### config.mk
export PLATFORM = sky130hd
export DESIGN_NAME = video_timing_lock_gen
export DESIGN_NICKNAME = d
export VERILOG_FILES = /design/src/rtl/video_timing_pkg.sv /design/src/rtl/video_tpg.sv /design/src/rtl/video_timing_lock_gen.sv
export SDC_FILE = /design/constraint.sdc
export NUM_CORES = 1
export LEC_CHECK = 0
export CORE_MARGIN = 10
export CORE_UTILIZATION = 31
export CTS_BUF_LIST = sky130_fd_sc_hd__clkbuf_2 sky130_fd_sc_hd__clkbuf_4 sky130_fd_sc_hd__clkbuf_8
export DETAILED_ROUTE_END_ITERATION = 12
export DONT_BUFFER_PORTS = 1
export PLACE_DENSITY = 0.42
export SLEW_MARGIN = 15
export SYNTH_ARGS = -nofsm -noshare
export SYNTH_HDL_FRONTEND = slang
export SYNTH_SLANG_ARGS = --single-unit
### constraint.sdc
create_clock -name I_PCLK -period 2.4 [get_ports I_PCLK]
set_input_delay 0.6 -clock I_PCLK [delete_from_list [all_inputs] [get_ports I_PCLK]]
set_output_delay 0.6 -clock I_PCLK [all_outputs]
set_load 0.01 [all_outputs]
### src/rtl/video_timing_pkg.sv
// Shared types and constants for the video timing/lock generator.
// Also holds the reference 640x480 timing, given as inclusive region ends.
package video_timing_pkg;

  typedef enum logic [1:0] {
    UNLOCKED = 2'd0,
    LOCKING  = 2'd1,
    LOCKED   = 2'd2
  } lock_state_e;

  localparam logic [1:0] TP_PASS  = 2'd0;
  localparam logic [1:0] TP_BARS  = 2'd1;
  localparam logic [1:0] TP_RAMP  = 2'd2;
  localparam logic [1:0] TP_CHECK = 2'd3;

  // 640x480@60: sync 96/2, back porch 48/33, active 640/480, front porch 16/10
  localparam int VGA_HS_END   = 95;
  localparam int VGA_HBP_END  = 143;
  localparam int VGA_HACT_END = 783;
  localparam int VGA_HFP_END  = 799;
  localparam int VGA_VS_END   = 1;
  localparam int VGA_VBP_END  = 34;
  localparam int VGA_VACT_END = 514;
  localparam int VGA_VFP_END  = 524;

endpackage

### src/rtl/video_tpg.sv
// Combinational test-pattern generator: colour bars, horizontal ramp, checkerboard.
// Only instantiated when VIDEO_TPG_EN is defined; x/y are active-region coordinates.
module video_tpg
  import video_timing_pkg::*;
#(
  parameter int CH        = 3,
  parameter int BPC       = 8,
  parameter int CNT_W     = 12,
  parameter int BAR_SHIFT = 6
) (
  input  logic [1:0]        i_mode,
  input  logic [CNT_W-1:0]  i_x,
  input  logic [CNT_W-1:0]  i_y,
  input  logic [CH*BPC-1:0] i_pix,
  output logic [CH*BPC-1:0] o_pix
);

  logic [2:0] bar_idx;
  logic       check_on;
  logic       xy_unused;

  assign xy_unused = ^{i_x, i_y};

  always_comb begin
    bar_idx  = i_x[BAR_SHIFT+2:BAR_SHIFT];
    check_on = i_x[5] ^ i_y[5];
    o_pix    = i_pix;
    case (i_mode)
      TP_BARS: begin
        for (int c = 0; c < CH; c++) begin
          o_pix[c*BPC +: BPC] = {BPC{bar_idx[c % 3]}};
        end
      end
      TP_RAMP: begin
        for (int c = 0; c < CH; c++) begin
          o_pix[c*BPC +: BPC] = i_x[BPC-1:0];
        end
      end
      TP_CHECK: o_pix = {(CH*BPC){check_on}};
      default:  o_pix = i_pix;
    endcase
  end

endmodule

### src/rtl/video_timing_lock_gen.sv
// Programmable DE/HS/VS generator whose counters phase-lock to the rising edge of I_VRST.
// Define VIDEO_TPG_EN to replace pass-through pixels with the I_TP_MODE test patterns.
module video_timing_lock_gen
  import video_timing_pkg::*;
#(
  parameter int CH          = 3,
  parameter int BPC         = 8,
  parameter int CNT_W       = 12,
  parameter bit SYNC_POL    = 1'b1,
  parameter int LOCK_FRAMES = 2,
  parameter int MISS_MAX    = 3,
  parameter int BAR_SHIFT   = 6
) (
  input  logic              I_PCLK,
  input  logic              I_RST,
  input  logic [CH*BPC-1:0] I_PIX_DATA,
  input  logic              I_VRST,
  input  logic [1:0]        I_TP_MODE,
  input  logic [CNT_W-1:0]  I_HS_END,
  input  logic [CNT_W-1:0]  I_HBP_END,
  input  logic [CNT_W-1:0]  I_HACT_END,
  input  logic [CNT_W-1:0]  I_HFP_END,
  input  logic [CNT_W-1:0]  I_VS_END,
  input  logic [CNT_W-1:0]  I_VBP_END,
  input  logic [CNT_W-1:0]  I_VACT_END,
  input  logic [CNT_W-1:0]  I_VFP_END,
  output logic              O_DE,
  output logic              O_HS,
  output logic              O_VS,
  output logic [CNT_W-1:0]  O_HCNT,
  output logic [CNT_W-1:0]  O_VCNT,
  output logic [CH*BPC-1:0] O_PIX_DATA,
  output logic              O_LOCKED
);

  localparam int PIX_W  = CH * BPC;
  localparam int LCK_W  = $clog2(LOCK_FRAMES + 1);
  localparam int MISS_W = $clog2(MISS_MAX + 1);

  logic [CNT_W-1:0]  hcnt_q, hcnt_d, vcnt_q, vcnt_d;
  logic              vrst_q, vrst_d;
  lock_state_e       state_q, state_d;
  logic [LCK_W-1:0]  lock_cnt_q, lock_cnt_d;
  logic [MISS_W-1:0] miss_q, miss_d;
  logic              h_wrap, v_wrap, frame_wrap, vrst_rise, realign;
  logic              h_act, v_act, hs_act, vs_act;
  logic              de_q, de_d, hs_q, hs_d, vs_q, vs_d, locked_q, locked_d;
  logic [CNT_W-1:0]  hcnt_out_q, hcnt_out_d, vcnt_out_q, vcnt_out_d;
  logic [PIX_W-1:0]  pix_q, pix_d, pix_src;

  // Counter stage: free-running raster position with strobe realignment
  always_comb begin
    h_wrap     = (hcnt_q >= I_HFP_END);
    v_wrap     = (vcnt_q >= I_VFP_END);
    frame_wrap = h_wrap & v_wrap;
    vrst_d     = I_VRST;
    vrst_rise  = I_VRST & ~vrst_q;
    // a strobe landing on the natural wrap is aligned even after a timing reprogram
    realign    = vrst_rise & ~frame_wrap;
    hcnt_d     = hcnt_q + CNT_W'(1);
    vcnt_d     = vcnt_q;
    if (realign) begin
      hcnt_d = '0;
      vcnt_d = '0;
    end else if (h_wrap) begin
      hcnt_d = '0;
      vcnt_d = v_wrap ? '0 : vcnt_q + CNT_W'(1);
    end
  end

  always_ff @(posedge I_PCLK) begin
    if (I_RST) begin
      hcnt_q <= '0;
      vcnt_q <= '0;
      vrst_q <= 1'b0;
    end else begin
      hcnt_q <= hcnt_d;
      vcnt_q <= vcnt_d;
      vrst_q <= vrst_d;
    end
  end

  always_ff @(posedge I_PCLK) begin
    if (I_RST) begin
      state_q    <= UNLOCKED;
      lock_cnt_q <= '0;
      miss_q     <= '0;
    end else begin
      state_q    <= state_d;
      lock_cnt_q <= lock_cnt_d;
      miss_q     <= miss_d;
    end
  end

  always_comb begin
    state_d    = state_q;
    lock_cnt_d = lock_cnt_q;
    miss_d     = miss_q;
    case (state_q)
      UNLOCKED: begin
        if (vrst_rise) begin
          lock_cnt_d = LCK_W'(1);
          miss_d     = '0;
          state_d    = (LOCK_FRAMES <= 1) ? LOCKED : LOCKING;
        end
      end
      LOCKING: begin
        if (vrst_rise && frame_wrap) begin
          lock_cnt_d = lock_cnt_q + LCK_W'(1);
          if (int'(lock_cnt_q) + 1 >= LOCK_FRAMES) begin
            state_d = LOCKED;
            miss_d  = '0;
          end
        end else if (vrst_rise) begin
          lock_cnt_d = LCK_W'(1);
        end else if (frame_wrap) begin
          state_d = UNLOCKED;
        end
      end
      LOCKED: begin
        if (vrst_rise && frame_wrap) begin
          miss_d = '0;
        end else if (vrst_rise) begin
          state_d    = LOCKING;
          lock_cnt_d = LCK_W'(1);
        end else if (frame_wrap) begin
          miss_d = miss_q + MISS_W'(1);
          if (int'(miss_q) + 1 >= MISS_MAX) begin
            state_d = UNLOCKED;
          end
        end
      end
      default: state_d = UNLOCKED;
    endcase
  end

  always_comb begin
    locked_d = (state_d == LOCKED);
  end

`ifdef VIDEO_TPG_EN
  logic [CNT_W-1:0] tp_x, tp_y;

  assign tp_x = hcnt_q - I_HBP_END - CNT_W'(1);
  assign tp_y = vcnt_q - I_VBP_END - CNT_W'(1);

  video_tpg #(
    .CH       (CH),
    .BPC      (BPC),
    .CNT_W    (CNT_W),
    .BAR_SHIFT(BAR_SHIFT)
  ) u_tpg (
    .i_mode(I_TP_MODE),
    .i_x   (tp_x),
    .i_y   (tp_y),
    .i_pix (I_PIX_DATA),
    .o_pix (pix_src)
  );
`else
  logic tp_mode_unused;

  assign tp_mode_unused = ^I_TP_MODE;
  assign pix_src        = I_PIX_DATA;
`endif

  // Decode stage: registered syncs, DE and gated pixel, aligned with the counter copies
  always_comb begin
    hs_act     = (hcnt_q <= I_HS_END);
    vs_act     = (vcnt_q <= I_VS_END);
    h_act      = (hcnt_q > I_HBP_END) && (hcnt_q <= I_HACT_END);
    v_act      = (vcnt_q > I_VBP_END) && (vcnt_q <= I_VACT_END);
    de_d       = h_act & v_act;
    hs_d       = hs_act ? SYNC_POL : ~SYNC_POL;
    vs_d       = vs_act ? SYNC_POL : ~SYNC_POL;
    hcnt_out_d = hcnt_q;
    vcnt_out_d = vcnt_q;
    pix_d      = (de_d && !I_RST) ? pix_src : '0;
  end

  always_ff @(posedge I_PCLK) begin
    if (I_RST) begin
      de_q       <= 1'b0;
      hs_q       <= ~SYNC_POL;
      vs_q       <= ~SYNC_POL;
      hcnt_out_q <= '0;
      vcnt_out_q <= '0;
      locked_q   <= 1'b0;
    end else begin
      de_q       <= de_d;
      hs_q       <= hs_d;
      vs_q       <= vs_d;
      hcnt_out_q <= hcnt_out_d;
      vcnt_out_q <= vcnt_out_d;
      locked_q   <= locked_d;
    end
  end

  always_ff @(posedge I_PCLK) begin
    pix_q <= pix_d;
  end

  assign O_DE       = de_q;
  assign O_HS       = hs_q;
  assign O_VS       = vs_q;
  assign O_HCNT     = hcnt_out_q;
  assign O_VCNT     = vcnt_out_q;
  assign O_PIX_DATA = pix_q;
  assign O_LOCKED   = locked_q;

endmodule
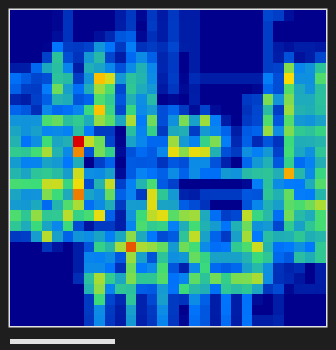
(run_1/wire_density.png)
Scale bar: 50 um. The die is cut into 30 by 30 equal tiles; dark blue is low, red is high, scaled to the fullest tile. Values are wire area over tile area, all layers added.
- tiles over half the peak: 12%
- mean over tiles: 0.11
- nearly empty tiles: 21%
WL final: 15.7 mm
aggregate global-route resource usage: 0.138
Vias: 4,338
Routed WL per cell: 17.9 um

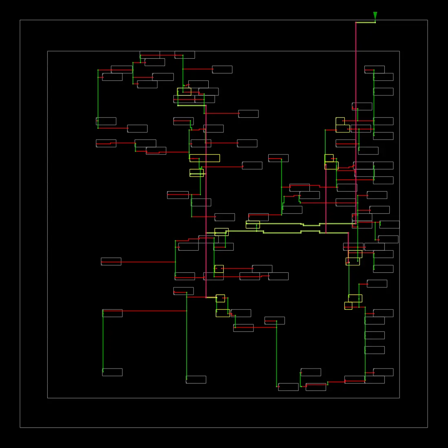
(run_1/final_clocks.png)
total CTS buffers: 9
clk pwr: 1090 uW
flip-flop and latch count: 83
# clk buffers: 10

==> CHANGELOG.md, run 1 <==
## Flow update

- Status: finished, final reports clean
- Vias per cell: around 4.9
- Dominant cell type by area after synthesis: dfxtp_1
- Leak: 0.00283 uW
- DRC Markers: 0
- ANT cells: 0
- Hold EP: O_VCNT[0]
- Placed Cells: around 860
- R2r startpoint: vcnt_out_d[8]
- Clk slew on worst S/H paths: ~0.1 ns
- Clk latency late pin: roughly 0.37 ns
- Worst Hold Class: input pin to flop
- Log Warnings: 29
- Tightest Pin Transition: 0.586 ns
- Core ar.: 16,600 um^2
- Setup Viol. Count Final: 0
- Unrepaired setup endpoints after global routing: no
- Combinational power share: 0.079
- Layout Skew: roughly 0.020 ns
- YS chip area: around 5300 um^2
- Fraction of area in multi-input gates: 0.530
- Router iterations before antenna repair: 4
- Tot Pwr: 2710 uW
- Flop share of the area: 0.280
- Cell area after layout: about 6000 um^2
- Max-slew violations: 0
- RD Place Congestion: 0.797
- Global-route wire length before repair: roughly 24 mm
- Post-DP HPWL: 12.9 mm
- Fin util: 0.359
- Final WS setup: ~0.14 ns
- CP startpoint kind: flop
- Hold path start: I_RST
- Min Tclk post-route: 2.26 ns
- Bufs w/o clock: 35
- Largest net degree at the start of global routing: 37
- Reg2reg setup slack: 0.14 ns
- Clock share of power: 0.403
- Layout overhead on the synthesized area: 13.4%
- Fraction of layout instances using a drive strength above 1: 0.0971
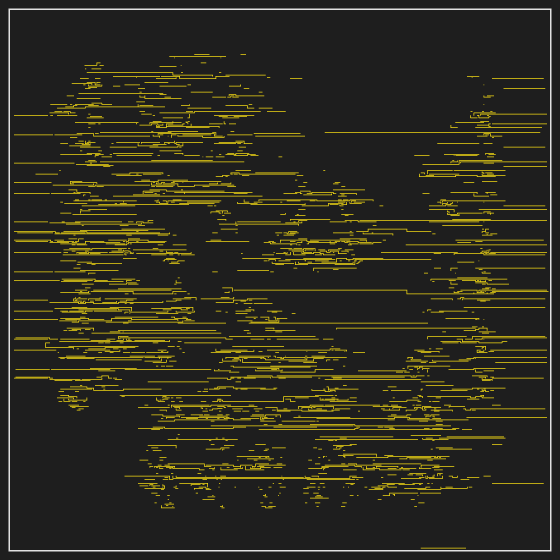
(run_1/met1.png)
- longest straight run: 59.8 um
- main direction: horizontal
met1 usage: 0.171

-- run 1: worst max-delay path, cell delays in order, from the launching register on --
cell and delay (ns):
dfxtp_1 0.41, ha_1 0.31, nand4_1 0.15, a211oi_2 0.26
a211oi_2 0.12, buf_4 0.15, or2_1 0.25, buf_4 0.17
nand3b_1 0.18, o211ai_1 0.20
-- run 1: synth_stat cells (all sizes together) --
cell type,number
and2,2
nand2b,3
and4,2
nand4,20
nand2,20
o21bai,1
a21oi,33
clkbuf,12
a21boi,2
o221ai,2
o22ai,1
o2111ai,2
a21o,8
xor2,8
o21ai,15
or4b,1
ha,101
dfxtp,83
inv,96
a32oi,1
nor2,68
nand4b,1
nor2b,32
a2111oi,3
o31ai,2
nor3b,2
xnor2,13
nand3b,5
o21a,4
buf,7
or2,1
a211oi,9
or4,1
nand3,38
o211ai,11
a31oi,2
and3,8
or3,2
nor3,5
-- run 1: worst max-delay path by stage --
stage	from	to	slack [ns]	cells past startpoint
floorplan	I_VBP_END[1]	O_PIX_DATA[10]	0.14	10
global placement	I_VFP_END[5]	O_LOCKED	-0.14	9
detailed placement	I_VFP_END[5]	miss_q[0]	-0.20	10
CTS	vcnt_out_d[5]	miss_q[0]	0.02	9
global route	vcnt_out_d[8]	O_PIX_DATA[4]	0.002	7
finish	vcnt_out_d[8]	miss_q[0]	0.14	9
-- run 1: cells by family (layout without fill, tap and decap cells) --
group / count (synthesis) / count (layout) / share of synthesized area
compound gates: 96 / 96 / 0.118
xor+xnor: 21 / 21 / 0.0350
fa+ha+maj: 101 / 101 / 0.241
buf+inv: 115 / 147 / 0.0867
flops: 83 / 83 / 0.316
simple gates: 211 / 211 / 0.204
-- run 1: power by group through the flow --
stage	combinational [uW]	sequential (uW)	clock, uW
after floorplan	166	1430	0
after global placement	204	1430	0
after detailed placement	212	1430	0
after CTS	214	1400	1140
after global routing	252	1400	1180
final	214	1400	1090
-- run 1: repair_timing --
action | CTS | global route
gates resized | 1 | 9
endpoints found under the setup margin | 18 | 50
pin swaps | 0 | 1
-- run 1: flip-flops by register name, indices dropped and copies added (netlist names) --
| register | count |
|---|---|
| O_DE | 1 |
| hcnt_out_d | 12 |
| O_HS | 1 |
| vcnt_out_d | 12 |
| O_LOCKED | 1 |
| O_PIX_DATA | 24 |
| vrst_q | 1 |
| state_q | 2 |
| lock_cnt_q | 2 |
| miss_q | 2 |
| O_VCNT | 12 |
| O_VS | 1 |
| O_HCNT | 12 |
-- run 1: metrics by stage --
step	hold WS, ns	TNS (ns)
2_1_floorplan	0.437	0
4_1_cts	0.256	0
3_5_place_dp	0.489	-2.45
3_3_place_gp	0.489	-1.34
5_1_grt	0.266	0
6_report	0.294	0
-- run 1: metal layers --
metal | up-vias | routed length (um) | part of all wire | GRT usage
met1 | 1979 | 7360 | 0.47 | 0.171
met3 | 12 | 1320 | 0.084 | 0.0459
met5 | - | 0 | 0 | 0
met4 | 0 | 189 | 0.012 | 0.0447
met2 | 153 | 6860 | 0.44 | 0.220
li1 | 2194 | - | - | -
## Run 2: what changed since run 1
--- a/config.mk
+++ b/config.mk
@@ -6,11 +6,11 @@
 export NUM_CORES = 1
 export LEC_CHECK = 0
 export CORE_MARGIN = 10
-export CORE_UTILIZATION = 31
+export CORE_UTILIZATION = 25
 export CTS_BUF_LIST = sky130_fd_sc_hd__clkbuf_2 sky130_fd_sc_hd__clkbuf_4 sky130_fd_sc_hd__clkbuf_8
 export DETAILED_ROUTE_END_ITERATION = 12
 export DONT_BUFFER_PORTS = 1
-export PLACE_DENSITY = 0.42
+export PLACE_DENSITY = 0.45
 export SLEW_MARGIN = 15
 export SYNTH_ARGS = -nofsm -noshare
 export SYNTH_HDL_FRONTEND = slang
==> constraint.sdc (replaced) <==
create_clock -name I_PCLK -period 1.9 [get_ports I_PCLK]
set_input_delay 0.475 -clock I_PCLK [delete_from_list [all_inputs] [get_ports I_PCLK]]
set_output_delay 0.475 -clock I_PCLK [all_outputs]
set_load 0.01 [all_outputs]
==> run 2 against run 1 <==
Effect of this change:
- the run now ends with setup timing left
- worst hold slack got worse by 0.12 ns
- register-to-register slack worse by 0.32 ns
- sequential power is 25% higher
- critical path depth unchanged
- combinational power grew 65%
- core utilization down 1.7 points
- wire length up 8.4%
- synthesized cell count is the same
- critical path type unchanged
- largest cell class unchanged
==> CHANGELOG.md, run 2 <==
## Flow update

- Tightest Pin Transition: around 0.58 ns
- Commonest cells in the netlist: ha_1 (101), inv_1 (96), dfxtp_1 (83)
- Async SR Flop Fraction: 0
- Vias per cell: between 4 and 5
- Clk slew on worst S/H paths: 0.09 ns
- Synth flops: between 80 and 90
- Total CTS buffers: 9
- Commonest flop: dfxtp_1
- YS chip area: 5250 um^2
- Max-slew violations: 0
- Aggregate global-route resource usage: 0.122
- Layout overhead on the synthesized area: 33.2%
- DRC Markers: 0
- Reg2reg setup slack: -0.18 ns
- Max Fanout on Critical Path: 25
- Post-DP HPWL: about 14 mm
- ANT cells: 0
- Fraction of layout instances using a drive strength above 1: 0.298
- Tot Pwr: between 3000 and 4000 uW
- Max reg flops: 24
- Clk latency late pin: 0.37 ns
- Worst Hold Class: input pin to flop
- Clock share of power: 0.387
- Global-route wire length before repair: about 26 mm
- CP startpoint kind: flop
- Setup Viol. Count Final: roughly 42
- Min Tclk post-route: between 2 and 2.5 ns
- Router iterations before antenna repair: 5
- Hold EP: O_VCNT[9]
- Failing checks: setup timing
- Core ar.: a little over 20,000 um^2
- Largest net degree at the start of global routing: 37
- Status: complete, but fails checks
- Log Warnings: 32
- Post-synth EDFFs: 0
- RD Place Congestion: a little over 0.8
- Final WS setup: -0.182 ns
- Leak: about 0.0030 uW
- R2r startpoint: vcnt_out_d[0]
- Most common cell in the netlist: ha_1
- Combinational power share: 0.103
- Hold path start: I_RST
- Routed WL per cell: between 15 and 20 um
- Worst Setup SP: vcnt_out_d[0]
- # clock sinks: around 83
- Dominant cell type by area after synthesis: dfxtp_1
-- run 2: cell counts after synthesis --
Identical to the previous run, type by type.
-- run 2: final cells by class --
type / count / area share
well taps: 270 / 0.0483
clock inverters: 6 / 0.00930
inverters: 96 / 0.0558
flip-flops and latches: 83 / 0.246
repair buffers: 61 / 0.0796
multi-input cells: 429 / 0.542
clock buffers: 10 / 0.0197
-- run 2: power groups by stage --
stage	Combinational, uW	Sequential, uW	Clock, uW
after floorplan	235	1800	0
after CTS	333	1750	1390
after global placement	291	1810	0
after detailed placement	301	1810	0
final	354	1750	1330
after global routing	407	1750	1460
-- run 2: cell families after synthesis --
family / Yosys count / synth area share
AOI/OAI and AO/OA: 96 / 0.118
buffers and inverters: 115 / 0.0867
adders and majority gates: 101 / 0.241
xor gates and xnor gates: 21 / 0.0350
DFF: 83 / 0.316
and+or+nand+nor: 211 / 0.204
-- run 2: how the worst max path moves through the flow --
stage	slack [ns]	to	cells after the start
2_1_floorplan	-0.14	O_PIX_DATA[10]	10
3_3_place_gp	-0.38	O_DE	9
3_5_place_dp	-0.41	O_PIX_DATA[10]	9
4_1_cts	-0.15	O_PIX_DATA[7]	8
5_1_grt	-0.28	O_PIX_DATA[10]	8
6_report	-0.18	O_PIX_DATA[7]	9
-- run 2: timing repair --
action	4_1_cts	5_1_grt
setup buffers	12	5
pin swaps	36	16
gates resized	81	44
setup endpoints to repair	54	55
cloned	1	1
-- run 2: critical path: stages (launching register included) --
cell and delay [ns]:
dfxtp_2 0.37, clkinv_4 0.09, buf_6 0.13, ha_4 0.24, nand4_1 0.11, nor3_1 0.19
a31oi_1 0.08, or4_4 0.51, buf_12 0.17, nor2_1 0.10
-- run 2: routing by layer --
layer / GRT usage / part of all wire / vias up
li1: - / - / 2238
met1: 0.151 / 0.45 / 2056
met2: 0.195 / 0.45 / 156
met3: 0.0396 / 0.079 / 17
met4: 0.0435 / 0.017 / 0
met5: 0 / 0 / -
-- run 2: per-stage QoR --
| stage | util | TNS (ns) | cell area, um^2 | instances |
|---|---|---|---|---|
| 6_report | 0.342 | -4.86 | 7000 | 955 |
| 5_1_grt | 0.342 | -9.27 | 7000 | 955 |
| 3_3_place_gp | 0.302 | -15.60 | 6160 | 922 |
| 4_1_cts | 0.332 | -4.14 | 6790 | 949 |
| 3_5_place_dp | 0.302 | -16.05 | 6160 | 922 |
| 2_1_floorplan | - | -2.73 | 5600 | 627 |
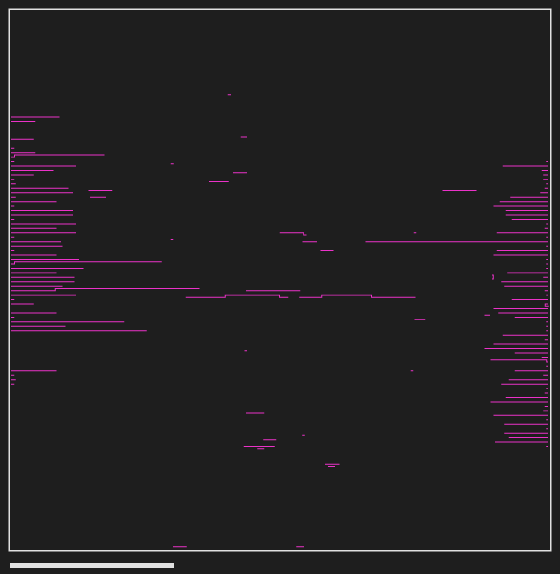
(run_2/met3.png)
Scale bar: 50 um.
- wire length on this layer: 1,350 um
- main direction: horizontal
Vias: 4,467
WL final: 17.0 mm

No activity file was given, so power comes from the tool's default toggle rates.
